## src/rtl/cnn_pkg.sv

```systemverilog
// Shared types and image constants for the CNN frame sequencer.
// Used by cnn_frame_ctrl, its interface and its watchdog.
package cnn_pkg;

  localparam int IMG_W = 28;
  localparam int IMG_H = 28;
  localparam int IMG_BYTES_DEF = 98;

  typedef enum logic [2:0] {
    S_IDLE,
    S_LOAD,
    S_COMPUTE,
    S_SEND,
    S_WAIT_TX,
    S_CLEAR
  } frame_state_t;

  function automatic logic [15:0] sat_inc16(input logic [15:0] v);
    return (v == 16'hFFFF) ? v : v + 16'd1;
  endfunction

endpackage

```

## src/rtl/cnn_frame_ctrl_if.sv

```systemverilog
// Handshake bundle between cnn_frame_ctrl and the UART/RAM/core side.
// CNN_FRAME_CTRL_STATS_EN adds the frames_ok/frames_err counters.
interface cnn_frame_ctrl_if;
  import cnn_pkg::*;

  logic       rx_rdy;
  logic       core_res_vld;
  logic [7:0] core_result;
  logic       tx_done;
  logic       load_en;
  logic       core_en;
  logic       trmt;
  logic [7:0] tx_data;
  logic       frame_clr;
  logic       busy;
  logic       err_timeout;
  logic       err_overrun;

`ifdef CNN_FRAME_CTRL_STATS_EN
  logic [15:0] frames_ok;
  logic [15:0] frames_err;

  modport master (
    input  rx_rdy, core_res_vld, core_result, tx_done,
    output load_en, core_en, trmt, tx_data, frame_clr,
    output busy, err_timeout, err_overrun,
    output frames_ok, frames_err
  );

  modport slave (
    output rx_rdy, core_res_vld, core_result, tx_done,
    input  load_en, core_en, trmt, tx_data, frame_clr,
    input  busy, err_timeout, err_overrun,
    input  frames_ok, frames_err
  );
`else
  modport master (
    input  rx_rdy, core_res_vld, core_result, tx_done,
    output load_en, core_en, trmt, tx_data, frame_clr,
    output busy, err_timeout, err_overrun
  );

  modport slave (
    output rx_rdy, core_res_vld, core_result, tx_done,
    input  load_en, core_en, trmt, tx_data, frame_clr,
    input  busy, err_timeout, err_overrun
  );
`endif

endinterface

```

## src/rtl/cnn_wdog.sv

```systemverilog
// Inter-byte watchdog: counts enabled cycles without a kick and
// pulses expire on the cycle the count sits at TIMEOUT_CYC-1.
module cnn_wdog
  import cnn_pkg::*;
#(
  parameter int CNT_W       = 20,
  parameter int TIMEOUT_CYC = 1000000
) (
  input  logic clk,
  input  logic rst,
  input  logic kick,
  input  logic en,
  output logic expire
);

  localparam logic [CNT_W-1:0] LIM = CNT_W'(TIMEOUT_CYC - 1);

  logic [CNT_W-1:0] cnt;

  // a kick in the same cycle always beats expiry
  assign expire = en & ~kick & (cnt == LIM);

  always_ff @(posedge clk) begin
    if (rst || kick || expire) begin
      cnt <= '0;
    end else if (en) begin
      cnt <= cnt + 1'b1;
    end
  end

endmodule

```

## src/rtl/cnn_frame_ctrl.sv

```systemverilog
// Frame sequencer: load 98 bytes, capture result, transmit, clear.
// Optional stats counters under CNN_FRAME_CTRL_STATS_EN.
module cnn_frame_ctrl
  import cnn_pkg::*;
#(
  parameter int IMG_BYTES   = IMG_BYTES_DEF,
  parameter int TIMEOUT_CYC = 1000000,
  parameter int CNT_W       = 20
) (
  input logic             clk,
  input logic             rst,
  cnn_frame_ctrl_if.master bus
);

  localparam int BW = $clog2(IMG_BYTES + 1);
  localparam logic [BW-1:0] LAST = BW'(IMG_BYTES);

  frame_state_t state, state_nxt;

  logic [BW-1:0] byte_cnt;
  logic [BW-1:0] cnt_inc;
  logic          res_held;
  logic [7:0]    tx_data_q;
  logic          err_to_q;
  logic          err_ov_q;
  logic          wd_en;
  logic          kick;
  logic          expire;
  logic          load_en;
  logic          core_en;
  logic          trmt;
  logic          frame_clr;
  logic          busy;

  assign cnt_inc = byte_cnt + 1'b1;
  assign wd_en   = (state == S_LOAD);
  assign kick    = bus.rx_rdy | ~wd_en;

  cnn_wdog #(
    .CNT_W      (CNT_W),
    .TIMEOUT_CYC(TIMEOUT_CYC)
  ) u_wdog (
    .clk   (clk),
    .rst   (rst),
    .kick  (kick),
    .en    (wd_en),
    .expire(expire)
  );

  always_ff @(posedge clk) begin
    if (rst) state <= S_IDLE;
    else     state <= state_nxt;
  end

  always_comb begin
    state_nxt = state;
    load_en   = 1'b0;
    core_en   = 1'b0;
    trmt      = 1'b0;
    frame_clr = 1'b0;
    busy      = 1'b1;
    unique case (state)
      S_IDLE: begin
        load_en = 1'b1;
        busy    = 1'b0;
        if (bus.rx_rdy)
          state_nxt = (IMG_BYTES == 1) ? S_COMPUTE : S_LOAD;
      end
      S_LOAD: begin
        load_en = 1'b1;
        core_en = 1'b1;
        if (bus.rx_rdy && cnt_inc == LAST) state_nxt = S_COMPUTE;
        else if (expire)                   state_nxt = S_CLEAR;
      end
      S_COMPUTE: begin
        core_en = 1'b1;
        if (res_held) state_nxt = S_SEND;
      end
      S_SEND: begin
        trmt      = 1'b1;
        state_nxt = S_WAIT_TX;
      end
      S_WAIT_TX: begin
        if (bus.tx_done) state_nxt = S_CLEAR;
      end
      S_CLEAR: begin
        frame_clr = 1'b1;
        state_nxt = S_IDLE;
      end
      default: state_nxt = S_IDLE;
    endcase
  end

  always_ff @(posedge clk) begin
    if (rst) begin
      byte_cnt  <= '0;
      res_held  <= 1'b0;
      tx_data_q <= 8'h00;
      err_to_q  <= 1'b0;
      err_ov_q  <= 1'b0;
    end else begin
      unique case (state)
        S_IDLE: begin
          if (bus.rx_rdy) begin
            byte_cnt <= BW'(1);
            err_to_q <= 1'b0;
            err_ov_q <= 1'b0;
          end
        end
        S_LOAD: begin
          if (bus.rx_rdy) byte_cnt <= cnt_inc;
          if (expire)     err_to_q <= 1'b1;
        end
        S_CLEAR: begin
          byte_cnt <= '0;
          res_held <= 1'b0;
        end
        default: ;
      endcase
      if (bus.rx_rdy && (state inside {S_COMPUTE, S_SEND, S_WAIT_TX, S_CLEAR}))
        err_ov_q <= 1'b1;
      // first result of the frame wins until CLEAR
      if (bus.core_res_vld && !res_held && (state inside {S_LOAD, S_COMPUTE})) begin
        tx_data_q <= bus.core_result;
        res_held  <= 1'b1;
      end
    end
  end

  assign bus.load_en     = load_en;
  assign bus.core_en     = core_en;
  assign bus.trmt        = trmt;
  assign bus.frame_clr   = frame_clr;
  assign bus.busy        = busy;
  assign bus.tx_data     = tx_data_q;
  assign bus.err_timeout = err_to_q;
  assign bus.err_overrun = err_ov_q;

`ifdef CNN_FRAME_CTRL_STATS_EN
  logic [15:0] ok_q;
  logic [15:0] er_q;

  always_ff @(posedge clk) begin
    if (rst) begin
      ok_q <= '0;
      er_q <= '0;
    end else begin
      if (state == S_SEND) ok_q <= sat_inc16(ok_q);
      if (expire)          er_q <= sat_inc16(er_q);
    end
  end

  assign bus.frames_ok  = ok_q;
  assign bus.frames_err = er_q;
`endif

endmodule

```

## src/flat_wrapper.sv

```systemverilog
// flat-port wrapper written by rule: the top's interface ports become plain ports
module cnn_frame_ctrl_flat import cnn_pkg::*;
#(
  parameter int IMG_BYTES   = IMG_BYTES_DEF,
  parameter int TIMEOUT_CYC = 1000000,
  parameter int CNT_W       = 20
)
  (clk, rst, bus_rx_rdy, bus_core_res_vld, bus_core_result, bus_tx_done, bus_load_en, bus_core_en, bus_trmt, bus_tx_data, bus_frame_clr, bus_busy, bus_err_timeout, bus_err_overrun);
  cnn_frame_ctrl_if bus_i ();
  input logic clk;
  input logic rst;
  input wire logic [$bits(bus_i.rx_rdy)-1:0] bus_rx_rdy;
  input wire logic [$bits(bus_i.core_res_vld)-1:0] bus_core_res_vld;
  input wire logic [$bits(bus_i.core_result)-1:0] bus_core_result;
  input wire logic [$bits(bus_i.tx_done)-1:0] bus_tx_done;
  output wire logic [$bits(bus_i.load_en)-1:0] bus_load_en;
  output wire logic [$bits(bus_i.core_en)-1:0] bus_core_en;
  output wire logic [$bits(bus_i.trmt)-1:0] bus_trmt;
  output wire logic [$bits(bus_i.tx_data)-1:0] bus_tx_data;
  output wire logic [$bits(bus_i.frame_clr)-1:0] bus_frame_clr;
  output wire logic [$bits(bus_i.busy)-1:0] bus_busy;
  output wire logic [$bits(bus_i.err_timeout)-1:0] bus_err_timeout;
  output wire logic [$bits(bus_i.err_overrun)-1:0] bus_err_overrun;
  assign bus_i.rx_rdy = bus_rx_rdy;
  assign bus_i.core_res_vld = bus_core_res_vld;
  assign bus_i.core_result = bus_core_result;
  assign bus_i.tx_done = bus_tx_done;
  assign bus_load_en = bus_i.load_en;
  assign bus_core_en = bus_i.core_en;
  assign bus_trmt = bus_i.trmt;
  assign bus_tx_data = bus_i.tx_data;
  assign bus_frame_clr = bus_i.frame_clr;
  assign bus_busy = bus_i.busy;
  assign bus_err_timeout = bus_i.err_timeout;
  assign bus_err_overrun = bus_i.err_overrun;
  cnn_frame_ctrl #(.IMG_BYTES(IMG_BYTES), .TIMEOUT_CYC(TIMEOUT_CYC), .CNT_W(CNT_W)) u_core (.clk(clk), .rst(rst), .bus(bus_i));
endmodule
```

## config.mk

```make
export PLATFORM = sky130hd
export DESIGN_NAME = cnn_frame_ctrl_flat
export DESIGN_NICKNAME = d
export VERILOG_FILES = /design/src/rtl/cnn_pkg.sv /design/src/rtl/cnn_frame_ctrl_if.sv /design/src/rtl/cnn_wdog.sv /design/src/rtl/cnn_frame_ctrl.sv /design/src/flat_wrapper.sv
export SDC_FILE = /design/constraint.sdc
export NUM_CORES = 1
export LEC_CHECK = 0
export CORE_MARGIN = 5
export CORE_UTILIZATION = 35
export CTS_CLUSTER_SIZE = 14
export DETAILED_ROUTE_END_ITERATION = 10
export GPL_ROUTABILITY_DRIVEN = 0
export GPL_TIMING_DRIVEN = 0
export PLACE_DENSITY = 0.54
export SYNTH_ARGS = -nofsm -noshare
export SYNTH_HDL_FRONTEND = slang
export SYNTH_SLANG_ARGS = --single-unit
```

## constraint.sdc

```tcl
create_clock -name clk -period 2.2 [get_ports clk]
set_clock_uncertainty 0.2 [all_clocks]
set_input_delay 0.44 -clock clk [delete_from_list [all_inputs] [get_ports clk]]
set_output_delay 0.44 -clock clk [all_outputs]
set_load 0.1 [all_outputs]
```

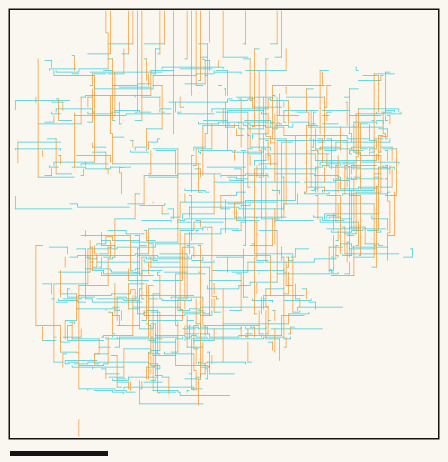
Fig. 1. Signal wires by layer.
Scale bar: 20 um. Two of the layers only.
| layer | color | wire length |
|---|---|---|
| met1 | cyan | 2480 um |
| met2 | orange | 2240 um |
Total Routed Length: 4.93 mm
number of vias after detailed routing: 1864
routed wirelength normalized by instance count: 13.7 um
global router's overall resource usage: 0.135

==> Table 3: Implementation characteristics <==
Summary of implementation characteristics

Parameter                              Value

Worst setup path
  CP endpoint kind    output port
  Worst setup path endpoint    bus_tx_data[1]
  Worst setup slack for register-to-register paths    0.15 ns
  Worst Setup SP    u_core.bus.tx_data[1]
  Slowest stage cell, crit path    sky130_fd_sc_hd__dlygate4sd2_1
  R2R Path End    u_core.state[0]
  Length in cells of the worst reg-to-reg path    4
  Number of stages on the worst setup path    1
  Worst endpoint required time    1.56 ns
  Path type of the worst setup path    reg -> out
  Critical path arrival    1.48 ns
  Launching point of the worst reg2reg path    u_core.byte_cnt[0]
  Largest delay contributor family on the critical path    buffers and inverters

Clock network
  Hold buffers post-CTS    0
  Number of H-tree levels    2
  Clock buffer count from CTS    5
  Clock network latency to the later pin of the worst-skew pair    0.28 ns

Final timing
  RSZ-0062 raised after global routing    false
  Final tally of max-slew violations    0
  Setup violation total in the final timing report    0
  Slew at the pin with the worst max-slew slack    0.977 ns
  Time the worst path needs with I/O delays and setup    ~2.1 ns

Detailed routing
  Via-to-Cell Ratio    5.19
  Remaining DRCs    0
  DR iter-0 viols    between 100 and 150
  Met2 WL post-DR    2.24 mm
  Met3 wire length    161 um
  Met1 WL    2.48 mm
  Count of nets left with antenna violations after detail routing    0
  Top Metal Used    met4

Synthesis
  Share of synthesized area occupied by flip-flops and latches    0.392
  Average cell area after synthesis    8.44 um2
  Ranking of synthesized cells by instance count    sky130_fd_sc_hd__dfxtp_1, sky130_fd_sc_hd__nor2_1, sky130_fd_sc_hd__a21oi_1, sky130_fd_sc_hd__nand2_1
  Synth flops    about 41
  Most frequent cell after synthesis    sky130_fd_sc_hd__dfxtp_1
  Main area contributors after synthesis    sky130_fd_sc_hd__dfxtp_1, sky130_fd_sc_hd__a21oi_1, sky130_fd_sc_hd__mux2i_1
  Area figure in the yosys stat output    2090 um2
  Cell variety after synth    51
  Post-synth ARST share    0
  Syn. warnings    0

Global route
  Met1 global-route usage    0.180
  Via count of the first global-routing pass    1824
  Largest net degree at the start of global routing    13
  Top Usage Layer GRT    met2
  Overflow left after global routing    0

Pwr
  Sequential power    0.766 mW
  Clock network power    ~0.54 mW
  Switching power total    approximately 0.43 mW
  Switching share of power    0.279
  Combinational group share of total power    0.153
  Pwr top    registers
  Leakage power total    0.954 nW
  Power share of the sequential group    0.496
  P per Cell Area    about 600 nW/um2
  Power dissipated in combinational cells    0.236 mW

Cells and area
  Fillcell total    615
  Layout cells sized above 1    0.127
  Area Growth Syn to Fin    23.3%
  Count of inserted antenna diode cells    0
  Final layout net count    300

Outcome
  Run status    complete, no violations

Place
  Post-detailed-placement half-perimeter wirelength    roughly 3.5 mm
  Post-Place Cells    349

Floorplanning
  Number of placement rows    28
  Total die size    around 7600 um2

Run
  Tally of OpenROAD warnings    27

Hold path
  Hold endpoint    u_core.bus.err_timeout
  HP Class    reg -> reg
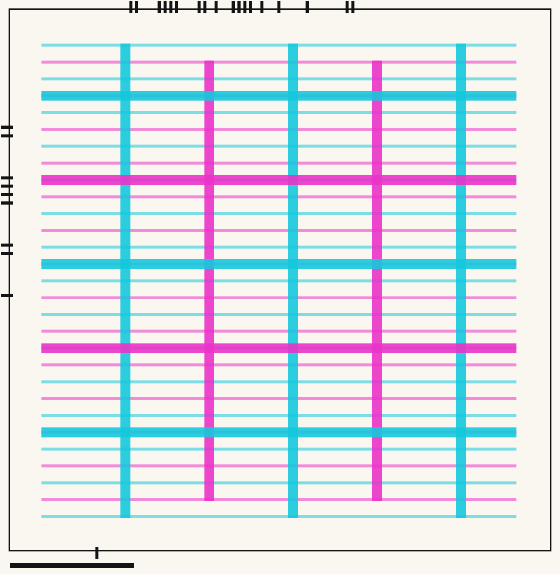
Fig. 2. Floorplan with the power grid.
Scale bar: 20 um. Pins as bars on the die edge.
| net | color |
|---|---|
| VDD | magenta |
| VSS | cyan |
met4 straps: 5
rows: 28
met1 rails: 29
signal pins: 28
met5 straps: 5
core footprint: 5850 um2
die extent in x: 87.3 um
Max IR drop VDD: 0.000379 V
Die Height: 87.3 um

## sequential cells by signal (all words and copies together) (netlist names)
register                flops
u_core.bus.err_timeout      1
u_core.state                3
u_core.bus.tx_data          8
u_core.byte_cnt             7
u_core.res_held             1
u_core.u_wdog.cnt          20
u_core.bus.err_overrun      1
## kinds of logic (layout without fill, tap and decap cells)
| kind of cell | count (synthesis) | count (layout) | synth area share |
|---|---|---|---|
| compound gates | 54 | 54 | 0.161 |
| xor+xnor | 9 | 9 | 0.0377 |
| fa+ha+maj | 4 | 4 | 0.0239 |
| buf+inv | 25 | 61 | 0.0532 |
| flops | 41 | 41 | 0.392 |
| mux | 9 | 9 | 0.0431 |
| simple gates | 106 | 106 | 0.288 |
## placed cells by master (no fill, tap or decap), types with 2 or more instances in the layout
cell,instances
sky130_fd_sc_hd__dfxtp_1,41
sky130_fd_sc_hd__nor2_1,24
sky130_fd_sc_hd__a21oi_1,19
sky130_fd_sc_hd__nand2_1,17
sky130_fd_sc_hd__nand3_1,11
sky130_fd_sc_hd__o21ai_0,11
sky130_fd_sc_hd__clkdlybuf4s50_1,11
sky130_fd_sc_hd__inv_1,10
sky130_fd_sc_hd__dlygate4sd2_1,10
sky130_fd_sc_hd__mux2i_1,9
sky130_fd_sc_hd__buf_4,8
sky130_fd_sc_hd__nand4_1,8
sky130_fd_sc_hd__clkbuf_8,7
sky130_fd_sc_hd__clkbuf_1,6
sky130_fd_sc_hd__o31ai_1,6
sky130_fd_sc_hd__and3_1,6
sky130_fd_sc_hd__xor2_1,6
sky130_fd_sc_hd__or3_1,6
sky130_fd_sc_hd__buf_2,5
sky130_fd_sc_hd__and2_1,5
sky130_fd_sc_hd__or4_1,4
sky130_fd_sc_hd__a311oi_1,4
sky130_fd_sc_hd__nor4b_1,3
sky130_fd_sc_hd__xnor2_1,3
sky130_fd_sc_hd__ha_1,3
sky130_fd_sc_hd__nand2b_1,2
sky130_fd_sc_hd__nor3_2,2
sky130_fd_sc_hd__a21o_1,2
sky130_fd_sc_hd__nand4_2,2
sky130_fd_sc_hd__and4_1,2
sky130_fd_sc_hd__nor3_1,2
sky130_fd_sc_hd__buf_6,2
## final cells by class
class / count / area (um2) / area share
multi-input cells: 182 / 1190 / 0.462
flip-flops and latches: 41 / 821 / 0.318
repair buffers: 29 / 265 / 0.103
clock buffers: 7 / 96.3 / 0.0373
inverters: 10 / 37.5 / 0.0145
clock inverters: 1 / 5.00 / 0.00194
well taps: 75 / 93.8 / 0.0364
plain buffers: 14 / 70.1 / 0.0272
## what timing repair did
item	4_1_cts	5_1_grt
endpoints found under the hold margin	0	0
pin swaps	0	1
resized	41	5
endpoints found under the setup margin	17	17
buffers inserted	0	3
## stage by stage
step           hold WS [ns]  TNS, ns  instance area [um2]  total power, mW  setup slack, ns
4_1_cts               0.279        0                 2550             1.56           0.0489
5_1_grt               0.300        0                 2580             1.62         0.000694
3_5_place_dp          0.267    -3.33                 2460             1.02           -0.459
2_1_floorplan         0.248        0                 2110            0.954          0.00887
3_3_place_gp          0.265    -4.04                 2460             1.02           -0.461
6_report              0.270        0                 2580             1.54           0.0793
No activity file was given, so power comes from the tool's default toggle rates.
